`config.mk`:
```
export PLATFORM = sky130hd
export DESIGN_NAME = key_cmd_encoder
export DESIGN_NICKNAME = d
export VERILOG_FILES = /design/src/rtl/key_cmd_encoder.sv
export SDC_FILE = /design/constraint.sdc
export NUM_CORES = 1
export LEC_CHECK = 0
export CORE_UTILIZATION = 35
export CTS_CLUSTER_SIZE = 24
export DETAILED_ROUTE_END_ITERATION = 16
export DONT_BUFFER_PORTS = 1
export GPL_ROUTABILITY_DRIVEN = 0
export PLACE_DENSITY = 0.47
export SYNTH_ARGS = -nofsm -noshare
export SYNTH_HDL_FRONTEND = slang
export SYNTH_SLANG_ARGS = --single-unit
```
`constraint.sdc`:
```
create_clock -name clk -period 3.8 [get_ports clk]
set_input_delay 1.14 -clock clk [delete_from_list [all_inputs] [get_ports clk]]
set_output_delay 1.14 -clock clk [all_outputs]
set_load 0.02 [all_outputs]
```
`src/rtl/key_cmd_encoder.sv`:
```
// Debounced 4-key pushbutton front end that turns key presses into a
// valid/ready command stream, plus a free-running periodic tick.
module key_cmd_encoder #(
    parameter int unsigned DB_CYCLES   = 1000000,
    parameter int unsigned TICK_CYCLES = 50000000
) (
    input  logic       clk,
    input  logic       rst_n,
    input  logic [3:0] KEY,
    output logic       cmd_valid,
    input  logic       cmd_ready,
    output logic [1:0] cmd_code,
    output logic [3:0] key_level,
    output logic       tick,
    output logic       overrun
);

    localparam int unsigned CW = $clog2(DB_CYCLES);
    localparam int unsigned TW = $clog2(TICK_CYCLES);

    logic [3:0]    sync1;
    logic [3:0]    sync2;
    logic [CW-1:0] db_cnt      [4];
    logic [CW-1:0] db_cnt_next [4];
    logic [3:0]    stable;
    logic [3:0]    level_next;
    logic [3:0]    press;
    logic          multi_press;
    logic [1:0]    win_code;
    logic [TW-1:0] tick_cnt;

    // The stable (active-low) key value is kept only as its inverse in
    // key_level, so key_level stays a plain register output.
    assign stable = ~key_level;

    // Two-flop synchronizer for the raw asynchronous keys.
    always_ff @(posedge clk or negedge rst_n) begin
        if (!rst_n) begin
            sync1 <= '1;
            sync2 <= '1;
        end else begin
            sync1 <= KEY;
            sync2 <= sync1;
        end
    end

    // Per-key debounce: accept the synchronized value after DB_CYCLES
    // consecutive cycles of disagreement with the stable value.
    always_comb begin
        level_next = key_level;
        for (int unsigned i = 0; i < 4; i++) begin
            db_cnt_next[i] = '0;
            if (sync2[i] != stable[i]) begin
                if (db_cnt[i] == CW'(DB_CYCLES - 1)) begin
                    level_next[i] = ~sync2[i];
                end else begin
                    db_cnt_next[i] = db_cnt[i] + 1'b1;
                end
            end
        end
    end

    // Press detection and highest-index-wins selection.
    always_comb begin
        press       = level_next & ~key_level;
        multi_press = (press & (press - 4'd1)) != '0;
        win_code    = '0;
        for (int unsigned i = 0; i < 4; i++) begin
            if (press[i]) begin
                win_code = 2'(i);
            end
        end
    end

    // Debounce state registers.
    always_ff @(posedge clk or negedge rst_n) begin
        if (!rst_n) begin
            key_level <= '0;
            for (int unsigned i = 0; i < 4; i++) begin
                db_cnt[i] <= '0;
            end
        end else begin
            key_level <= level_next;
            for (int unsigned i = 0; i < 4; i++) begin
                db_cnt[i] <= db_cnt_next[i];
            end
        end
    end

    // Command holding register with valid/ready handshake and overrun flag.
    always_ff @(posedge clk or negedge rst_n) begin
        if (!rst_n) begin
            cmd_valid <= 1'b0;
            cmd_code  <= '0;
            overrun   <= 1'b0;
        end else begin
            if (press != '0) begin
                if (!cmd_valid || cmd_ready) begin
                    cmd_valid <= 1'b1;
                    cmd_code  <= win_code;
                end
                if (multi_press || (cmd_valid && !cmd_ready)) begin
                    overrun <= 1'b1;
                end
            end else if (cmd_valid && cmd_ready) begin
                cmd_valid <= 1'b0;
            end
        end
    end

    // Free-running tick counter; tick is registered so it is high while
    // the counter sits at TICK_CYCLES-1.
    always_ff @(posedge clk or negedge rst_n) begin
        if (!rst_n) begin
            tick_cnt <= '0;
            tick     <= 1'b0;
        end else begin
            if (tick_cnt == TW'(TICK_CYCLES - 1)) begin
                tick_cnt <= '0;
            end else begin
                tick_cnt <= tick_cnt + 1'b1;
            end
            tick <= (tick_cnt == TW'(TICK_CYCLES - 2));
        end
    end

endmodule

```
==> flow_summary.toml, run 1 <==
# generated from flow reports
[die]
rows = 47
chipArea_um2 = 17400
fp_util_pct = 35.8
io-pin-count = 16
coreArea_um2 = 16500

[synthesis]
ys.flops = 123
synthCells = 586
ys_area_um2 = 5910
top_cell = "dfrtp_1"
top_cell_area_share_pct = 48.7
top_cells_by_count = "115 x dfrtp_1, 110 x nor2_1, 51 x xnor2_1"
yosys.area.top_type = "dfrtp_1"
syn_area_um2 = 5910
synth_seq_share_pct = 52.3

[final_timing]
post-route-period-util_pct = 65.7
worstMarginPinSlew_ns = 0.885
finalSetupTns_ns = 0
slew_headroom_pct = 40.6
hold_viol_final = 0
fin_skew_ns = 0.00739
fin_crit_ns = 2.50
drv_slew = 0
max_freq_mhz = 400

[final_layout]
diodes = 0
final_core_util_pct = 40.5
drive_gt1_share_pct = 9.56
synthToLayoutAreaGrowth_pct = 13.2
final_area_um2 = 6690

[clock_tree]
clk_pin_slew_ns = 0.05
ctsRootBufferMaster = "clkbuf_16"
cts_tree = "yes"
cts_buffer_depth = 2
cts-hold-fix-buffers = 0
clk_latency_ns = 0.41

[detailed_routing]
routed_wl_um = 11300
final_antenna_net_count = 0
viasPerCell = 4.82
vias = 3987

[setup_path]
crit_required_ns = 4.06
endpoint_kind = "register"
rrSetupSlack_ns = 1.30

[worst_hold_path]
hold_path_class = "reg -> reg"

[placed_design]
place_area_um2 = 6130
numPortBuffers = 0
dp_hpwl_um = 7380

[global_route]
track_usage_pct = 14.1
grt-ovfl-total = 0
grt_max_degree = 124

[outcome]
outcome = "finished, final reports clean"

[flow_run]
drv_cap = 0
warnings = 29
==> run 1: layout by cell type, fill, tap and decap left out, types with 4 or more instances in the layout <==
cell / n
dfstp_2: 8
nand4_1: 17
clkbuf_16: 17
nand3_1: 48
nor4_1: 9
xor2_1: 46
nor3_1: 17
nand2_1: 38
and2_1: 6
and4_1: 7
o21ai_0: 6
nor2_2: 10
dfrtp_1: 115
xnor2_1: 51
inv_1: 16
and3_1: 23
nor2_1: 110
ha_1: 6
clkinv_2: 4
==> run 1: where the power goes <==
| group | internal [W] | leakage, nW | switching, W |
|---|---|---|---|
| registers | 0.00133 | 1.66 | 0.0000138 |
| logic | 0.0000138 | 0.896 | 0.0000253 |
| clock network | 0.000986 | 0.272 | 0.000566 |
==> run 1: area by class of cell <==
class / instances / area, um2 / share of cell area (%)
clock buffer: 22 / 464 / 6.94
timing repair buffer: 1 / 7.51 / 0.112
sequential: 123 / 3090 / 46.2
clock inverter: 8 / 95.1 / 1.42
tap: 220 / 275 / 4.12
inverter: 16 / 60.1 / 0.898
multi-input combinational: 437 / 2700 / 40.3
==> run 1: state kept, by name (all words and copies together) (netlist names) <==
name / cells
cmd_code: 2
cmd_valid: 1
db_cnt: 80
key_level: 4
overrun: 1
sync1: 4
sync2: 4
tick: 1
tick_cnt: 26
==> run 1: cells by family after synthesis <==
group / count (synthesis) / synth area share, %
AND-OR/OR-AND: 16 / 1.69
XOR/XNOR: 97 / 14.4
adder cells (fa/ha/maj): 7 / 1.46
buffers and inverters: 26 / 2.12
flip-flops: 123 / 52.3
multiplexers: 2 / 0.339
AND/OR/NAND/NOR: 315 / 27.7
==> run 1: routing by layer <==
layer / wire (um) / up-vias / global-route usage, %
met5: 0 / - / 0
met4: 113 / 0 / 5.43
li1: - / 2011 / -
met2: 5040 / 47 / 21.0
met3: 375 / 12 / 4.46
met1: 5820 / 1917 / 19.1
==> run 1: through the flow <==
step	worst slack, ns	hold WS [ns]
global route	1.13	0.356
floorplan	1.86	0.345
detailed placement	1.27	0.347
CTS	1.27	0.355
global placement	1.34	0.347
finish	1.30	0.357
==> run 1: critical path, stage by stage (launching register included) <==
cell	delay, ns
dfrtp_1	0.42
or4b_1	0.53
nor4_2	0.29
and4b_1	0.28
or2_1	0.70
nor2_1	0.12
==> run 1: path summary, 6_finish.rpt <==
check | from | end | depth (start not counted)
setup / recovery | db_cnt[13]$_DFF_PN0_ | db_cnt[8]$_DFF_PN0_ | 5
hold / removal | sync1[0]$_DFF_PN1_ | sync2[0]$_DFF_PN1_ | 0
setup reg to reg | db_cnt[13]$_DFF_PN0_ | db_cnt[8]$_DFF_PN0_ | 5
hold reg to reg | sync1[0]$_DFF_PN1_ | sync2[0]$_DFF_PN1_ | 0
max in group asynchronous | rst_n | sync2[0]$_DFF_PN1_ | 0
min in group asynchronous | rst_n | db_cnt[31]$_DFF_PN0_ | 0
==> run_1/gates.png <==
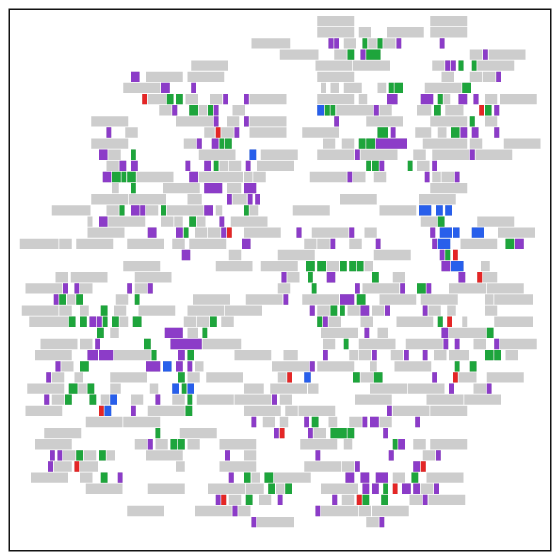
nor cells: in purple, cells 159, most used nor2_1, where all over the die. inv cells: in red, cells 16, most used inv_1, where all over the die. aoi and oai cells: in blue, cells 16, most used o21ai_0. nand cells: in green, cells 107, most used nand3_1, where all over the die.

==> run_1/ff_map.png <==
Scale bar: 50 um.
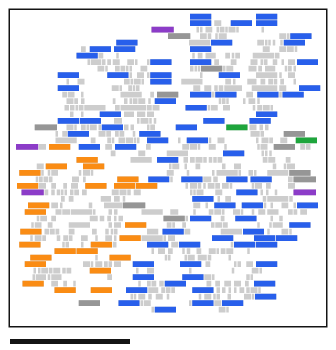
sync1: in purple, placed flops 4. db_cnt: in blue, placed flops 80. cmd_code: in green, placed flops 2. tick_cnt: in orange, placed flops 26.
Another 11 sequential cells are not coloured.

==> run_1/sizing.png <==
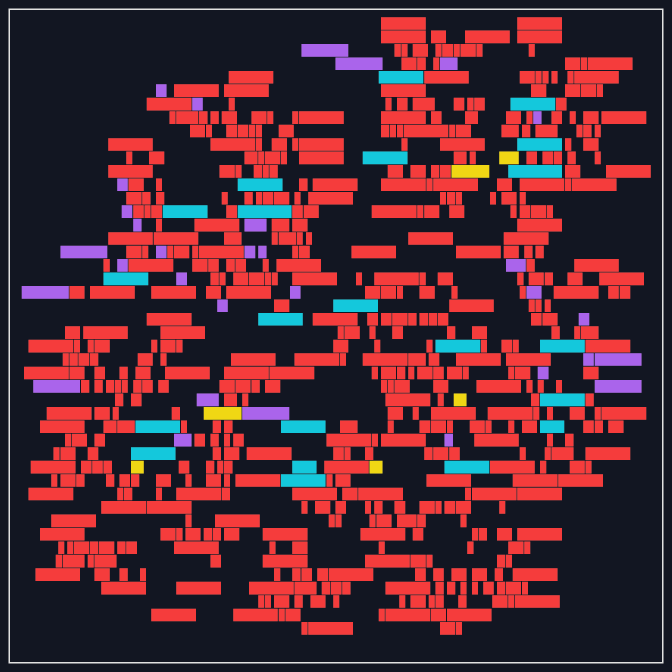
x3 and x4: in yellow, cells 6, share 0.99%. x1 and smaller: in red, cells 549, share 90%, most used dfrtp_1. x6 and larger: in cyan, cells 21, share 3.5%, most used clkbuf_16. x2: in purple, cells 31, share 5.1%, most used nor2_2.

==> run_1/congestion_map.png <==
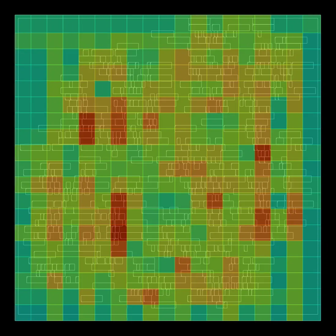

==> run 2, diff against run 1 <==
==> constraint.sdc (replaced) <==
create_clock -name clk -period 2.4 [get_ports clk]
set_input_delay 0.72 -clock clk [delete_from_list [all_inputs] [get_ports clk]]
set_output_delay 0.72 -clock clk [all_outputs]
set_load 0.02 [all_outputs]
==> run_2/congestion_map.png <==
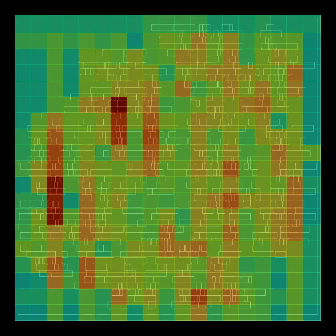
GR peak layer: met2
M1 GR Usage: 19.5%
final core occ: 41.1%

==> run 2 against run 1 <==
Synthesized cell count unchanged. Cell count increased by 1.1%. Utilization increased by 0.63 points. Die area unchanged. Largest cell class unchanged.
==> flow_summary.toml, run 2 <==
# generated from flow reports
[clock_tree]
clk_latency_ns = 0.42
cts_buffer_depth = 2
clk_pin_slew_ns = 0.06
cts_tree = "yes"
ctsRootBufferMaster = "clkbuf_16"

[outcome]
outcome = "finished, final reports clean"

[final_timing]
post-route-period-util_pct = 86.3
slew_headroom_pct = 58.9
drv_slew = 0
setup_viol = 0
hold_viol_final = 0
finalSetupTns_ns = 0
max_freq_mhz = 483
fin_crit_ns = 2.07
worstMarginPinSlew_ns = 0.610
fin_skew_ns = 0.00611

[worst_hold_path]
hold_path_class = "in -> async"

[synthesis]
top_cell = "dfrtp_1"
ys.flops = 123
avgSynthCellArea_um2 = 10.1
async_flop_share_pct = 100
synthDistinctLibCells = 48
yosys.area.top_type = "dfrtp_1"
synth_seq_share_pct = 52.3
top_cell_area_share_pct = 48.7
ys_sh_xor_pct = 14.4
ys_area_um2 = 5910
fp_nets = 599
muxShareOfSynthArea_pct = 0.339
adder_share_pct = 1.46
synthFlopType = "dfrtp_1"
top_cells_by_count = "115 x dfrtp_1, 110 x nor2_1, 51 x xnor2_1"
top_logic_kind = "simple AND/OR/NAND/NOR gates"
ys_sh_simple_pct = 27.7
syn_area_um2 = 5910
aoi_share_pct = 1.69
synthCells = 586

[global_route]
grt_pass1_wl_um = 20600
track_usage_pct = 15.0
antenna_found_initial = 0
grt_max_degree = 124
grt-ovfl-total = 0
met3_usage_pct = 4.58
grt_use_met2_pct = 23.3

[flow_run]
drv_cap = 0
warnings = 31

[power_and_ir_drop]
power_leakage_nw = 2.88
power_density_nw_per_um2 = 707

[detailed_routing]
viasPerCell = 4.86
wl_per_cell_um = 13.9
vias = 4066
drc = 0
final_antenna_net_count = 0
routed_wl_um = 11600
drt_pass1_iterations = 4

[final_layout]
drive_gt1_share_pct = 10.6
finalNonFillerCells = 836
diodes = 0
lay_top_cells = "115 x dfrtp_1, 110 x nor2_1, 51 x xnor2_1, 48 x nand3_1, 46 x xor2_1"
final_area_um2 = 6790
final-seq-area_um2 = 3090
synthToLayoutAreaGrowth_pct = 14.9
final_common_cell = "dfrtp_1"
largestRegisters = "db_cnt x80, tick_cnt x26"
logic_area_um2 = 2700
largest_reg_flops = 80
regMostFlops = "db_cnt"

[setup_path]
cp.arrival_ns = 2.42
crit_required_ns = 2.74
endpoint_kind = "register"
crit_fanout = 3
r2r_start = "db_cnt[60]$_DFF_PN0_"
worstReg2RegEnd = "overrun$_DFFE_PN0P_"
rrSetupSlack_ns = 0.33
startpoint_type = "register"
reg2regPathDepth = 6

[placed_design]
place_area_um2 = 6190
dp_hpwl_um = 7550
dp.cells = 804
numPortBuffers = 0

[die]
die_h_um = 132
die_width_um = 132
fp_util_pct = 35.8
coreArea_um2 = 16500
io-pin-count = 16
chipArea_um2 = 17400
rows = 47
==> run_2/gates.png <==
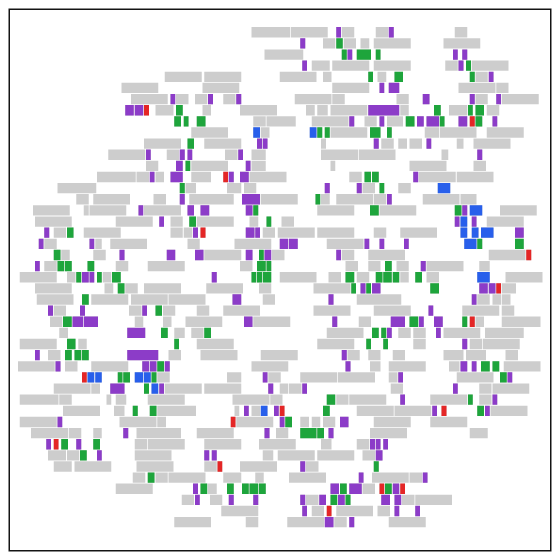
nand cells: in green, cells 107, most used nand3_1, where all over the die. nor cells: in purple, cells 159, most used nor2_1, where all over the die. aoi and oai cells: in blue, cells 16, most used o21ai_0. inv cells: in red, cells 16, most used inv_1, where all over the die.

## run 2: cell counts after synthesis
Identical to the previous run, type by type.
## run 2: layout make-up
cell class	count	area share (%)
repair buffers	8	1.07
multi-input cells	437	39.7
clock buffers	25	7.15
clock inverters	7	1.66
inverters	16	0.885
well taps	220	4.05
flip-flops and latches	123	45.5
## run 2: critical path: stages, from the launching register on
cell and delay (ns):
dfrtp_1 0.35, ha_1 0.23, nand2_1 0.14, nor4_4 0.31, or4b_1 0.51, maj3_2 0.34
a21oi_2 0.11
## run 2: power breakdown
part           internal [W]  switching (W)
clock network       0.00171       0.000891
registers           0.00210      0.0000222
logic             0.0000277      0.0000421
## run 2: how the worst max path moves through the flow
stage | from | end | slack (ns) | cells after the start
finish | db_cnt[60]$_DFF_PN0_ | overrun$_DFFE_PN0P_ | 0.33 | 6
global route | db_cnt[60]$_DFF_PN0_ | cmd_code[1]$_DFFE_PN0P_ | 0.09 | 6
CTS | db_cnt[60]$_DFF_PN0_ | cmd_code[1]$_DFFE_PN0P_ | 0.32 | 6
detailed placement | db_cnt[12]$_DFF_PN0_ | db_cnt[7]$_DFF_PN0_ | 0.32 | 6
global placement | db_cnt[60]$_DFF_PN0_ | overrun$_DFFE_PN0P_ | 0.35 | 6
floorplan | db_cnt[13]$_DFF_PN0_ | db_cnt[11]$_DFF_PN0_ | 0.46 | 7
## run 2: per-stage QoR
step	power, W	setup WS [ns]	hold slack [ns]	utilization, %
detailed placement	0.00223	0.319	0.348	37.5
floorplan	0.00221	0.456	0.345	-
global placement	0.00223	0.352	0.349	37.5
CTS	0.00487	0.321	-0.0217	41.1
finish	0.00480	0.329	0.00254	41.1
global route	0.00498	0.0880	-0.0347	41.1
## run 2: kinds of logic (layout without fill, tap and decap cells)
kind of cell             count (synthesis)  in the layout
XOR/XNOR                                97             97
buffers and inverters                   26             56
flip-flops                             123            123
AND-OR/OR-AND                           16             16
adder cells (fa/ha/maj)                  7              7
AND/OR/NAND/NOR                        315            315
multiplexers                             2              2
## run 2: timing repair
action                                  4_1_cts  5_1_grt
endpoints found under the setup margin        0        0
hold endpoints to repair                    115      115
gates resized                                 0        0
## run 2: metal layers
| metal | vias to the layer above | routed length, um |
|---|---|---|
| li1 | 2023 | - |
| met1 | 1981 | 5770 |
| met2 | 46 | 5280 |
| met3 | 16 | 350 |
| met4 | 0 | 191 |
| met5 | - | 0 |
Power is estimated from default activity; no workload was simulated.
